Design zvc_reduce_sched_flat, sky130hd; sources not shown.
Fig. 1: the metal 2 layer
(4 px per µm) Cells faint in the background.
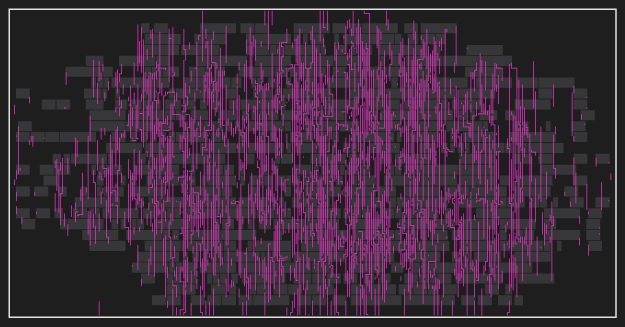
nets with wire on the layer	579
main direction	vertical
share of all routed wire	44%
longest straight run	47.4 µm
wire length on this layer	7010 µm
Vias: 4871
met2 Track Usage GR: 41.7%
DRT Wirelength: 15800 µm

Fig. 2: signal metal coverage by tile
(3 px per µm) 30 x 15 tiles, from dark blue (low) to red (high), scaled to the fullest tile. Values are wire area over tile area, all layers added.
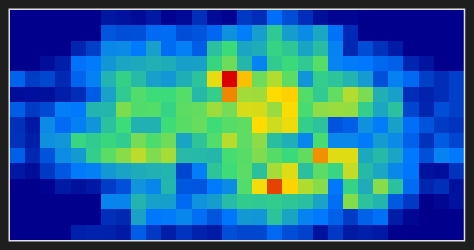
mean over tiles	0.23
nearly empty tiles	16%
tiles over half the peak	18%
densest ninth of the die	center
fullest tile	0.84
Total Routing Usage GR: 29.4%
average wire per cell in the routed design: 21.2 µm

==> deck_impl_summary.md <==
Flow Results at a Glance

Run status
  – Status: completed

Run
  – Max-cap check violation count: 0
  – OpenROAD warning count: 28

Synth
  – Seq cells post-synth: 108
  – Synth Instances: 534
  – Yosys stat chip area: 5570 µm²
  – Top cell area share: 48.1%
  – Area leader, netlist: dfrtp_1
  – Post-Syn Area: 5570 µm²
  – Most frequent cells after synthesis: 107 x dfrtp_1, 85 x o21ai_0, 59 x nand2_1, 32 x a21oi_1, 29 x a22oi_1
  – Ys cells: 534
  – Ys flop type: dfrtp_1
  – Top cells by area: dfrtp_1 48%, mux4_2 8.1%, o21ai_0 7.6%
  – Synth mux share: 9.01%
  – Count leader, synth: dfrtp_1
  – Post-synth EDFFs: 0
  – Yosys simple share: 9.43%
  – Post-synth ARST share: 100%
  – Post-Syn Area per Cell: 10.4 µm²
  – Top comb family, area: AND-OR/OR-AND gates
  – Count of cell types in the netlist: 52
  – Sequential-to-total area share from yosys stat: 48.5%
  – Synth Net Count: 617
  – XOR/XNOR Area Share: 2.78%
  – Adder Share, Synth: 3.50%
  – Synth warn: 0
  – Compound-Gate Fraction of Synth Area: 23.0%

Die
  – Tap Count: 140
  – Initial Util: 53.0%
  – Die W: 151 µm
  – Row cnt: 26
  – Boundary Pins: 82
  – Placeable Area: 10500 µm²
  – Die ar.: 11600 µm²
  – Die y size: 76.6 µm

Clocking
  – H-tree depth: 3
  – Clock tree buffer depth: 2
  – CTS Root Cell: clkbuf_16
  – CTS tree: done
  – Hold_buf cts: 0
  – Clk Latency, worst-skew pair: 0.37 ns
  – Resize count post-CTS: 0
  – Reg clk slew, reported paths: 0.08 ns
  – Clock buffer count from CTS: 9
  – CTS Sinks: 108
  – Post-CTS Setup Inserts: 0

Global routing
  – Largest net degree at the start of global routing: 58
  – Vias in the first global route: 4732
  – Initial antenna violation count: 0
  – Grt ovf: 0
  – Most used routing layer: met2
  – Met3 Use GR: 10.7%
  – First-pass GRT wire length: 25400 µm
  – Routing usage on met1: 41.6%

Finish
  – Ant diodes: 0
  – Flop Count: 108
  – Comb_multi_in: 378
  – Fin cells: 746
  – Inverters, non-clock: 17
  – Filler cells: 792
  – Nonclk buf count: 87
  – Sequential share of cell area: 40.1%
  – Post-Layout Inst Area: 6740 µm²
  – Register area: 2700 µm²
  – NonClk Buf Share: 12.7%
  – Most frequent cells in the layout: 107 x dfrtp_1, 85 x o21ai_0, 81 x clkdlybuf4s50_1, 59 x nand2_1, 32 x a21oi_1
  – Max reg flops: 88
  – Synth-to-Final Area Change: 21.0%
  – Clock network area share: 4.19%
  – Largest class: flip-flops and latches
  – # clk buffers: 9
  – Layout cells sized above 1: 9.74%
  – Commonest Layout Cell: dfrtp_1
  – Gate Area: 2660 µm²
  – Nets: 684
  – Logic share of the area: 39.4%
  – Final core utilization: 64.2%

STA
  – Setup TNS: 0 ns
  – Worst Skew: 0.0138 ns
  – Setup-failing EPs final: 0
  – RSZ-0062 raised after global routing: no
  – Max-slew violations: 0
  – Slew headroom: 11.1%
  – Worst setup margin: 1.31 ns
  – Achievable Freq: 0.258 GHz
  – Worst hold margin: 0.478 ns
  – Fin. Hold Viols: 0
  – Worst-Margin Slew: 1.32 ns
  – Final Cycle Share: 74.7%
  – Fin crit period: 3.87 ns

Setup path
  – R2R cell count: 10
  – Crit end category: register
  – Max stage delay on crit path: 1.03 ns
  – Startpoint Class: register
  – Worst-path fanout max: 20
  – Worst path required time: 5.38 ns
  – Crit path DAT: 4.07 ns
  – Worst reg-to-reg setup slack: 1.31 ns
  – CP max stage cell: dfrtp_1
  – WS Path Type: register to register
  – CP Cell Sequence: buf_4, mux4_2, ha_1, inv_1, fa_1, nor2b_1, nor2_1, o21ai_1, xnor2_1, o21ai_0

Power
  – PwrDens: 730 nW/µm²
  – Largest Pwr Group: combinational cells
  – Part of the power in registers: 28.6%
  – Clk pwr: 0.665 mW
  – Pwr Total: 4.92 mW
  – Clock share of power: 13.5%
  – Sequential Power: 1.41 mW
  – Logic pwr share: 57.8%
  – Sw Share: 49.6%
  – Worst vdd rail ir drop: 0.304 mV
  – NetSw: 2.44 mW
  – Int Power: 2.48 mW
  – Comb. pwr: 2.85 mW
  – Leakage: 2.83 nW

Placed design
  – Cells after DPL: 730
  – DP Area: 6460 µm²
  – Port Buf Inserts: 81
  – Dpl ws: 1.12 ns
  – Placer Congestion: 0.878
  – HPWL Detailed: 10900 µm

Worst hold path
  – Worst Hold Class: register to register
  – Hold Path Stages: 2

Drt
  – 1st-pass router iterations: 5
  – DRT iter0 DRCs: 570
  – DRC: 0
  – Post-DRT Antenna Nets: 0
  – Drt via density: 6.53
[worst max-delay path, delay by kind of cell (launching register included)]
kind | cells | cell delay (ns)
buffers and inverters | 2 | 0.48
DFF | 1 | 1.03
xor gates and xnor gates | 1 | 0.62
and+or+nand+nor | 2 | 0.20
AOI/OAI and AO/OA | 2 | 0.40
muxes | 1 | 0.54
adders and majority gates | 2 | 0.44
[layer usage]
layer / share of wire, % / vias up
met3: 12 / 35
met4: 2.1 / 0
met5: 0 / -
met1: 42 / 2401
li1: - / 2119
met2: 44 / 316
[kinds of logic after synthesis]
logic type	after synthesis
AND-OR/OR-AND	206
AND/OR/NAND/NOR	117
flip-flops	108
buffers and inverters	48
multiplexers	24
XOR/XNOR	16
adder cells (fa/ha/maj)	15
Power is estimated from default activity; no workload was simulated.
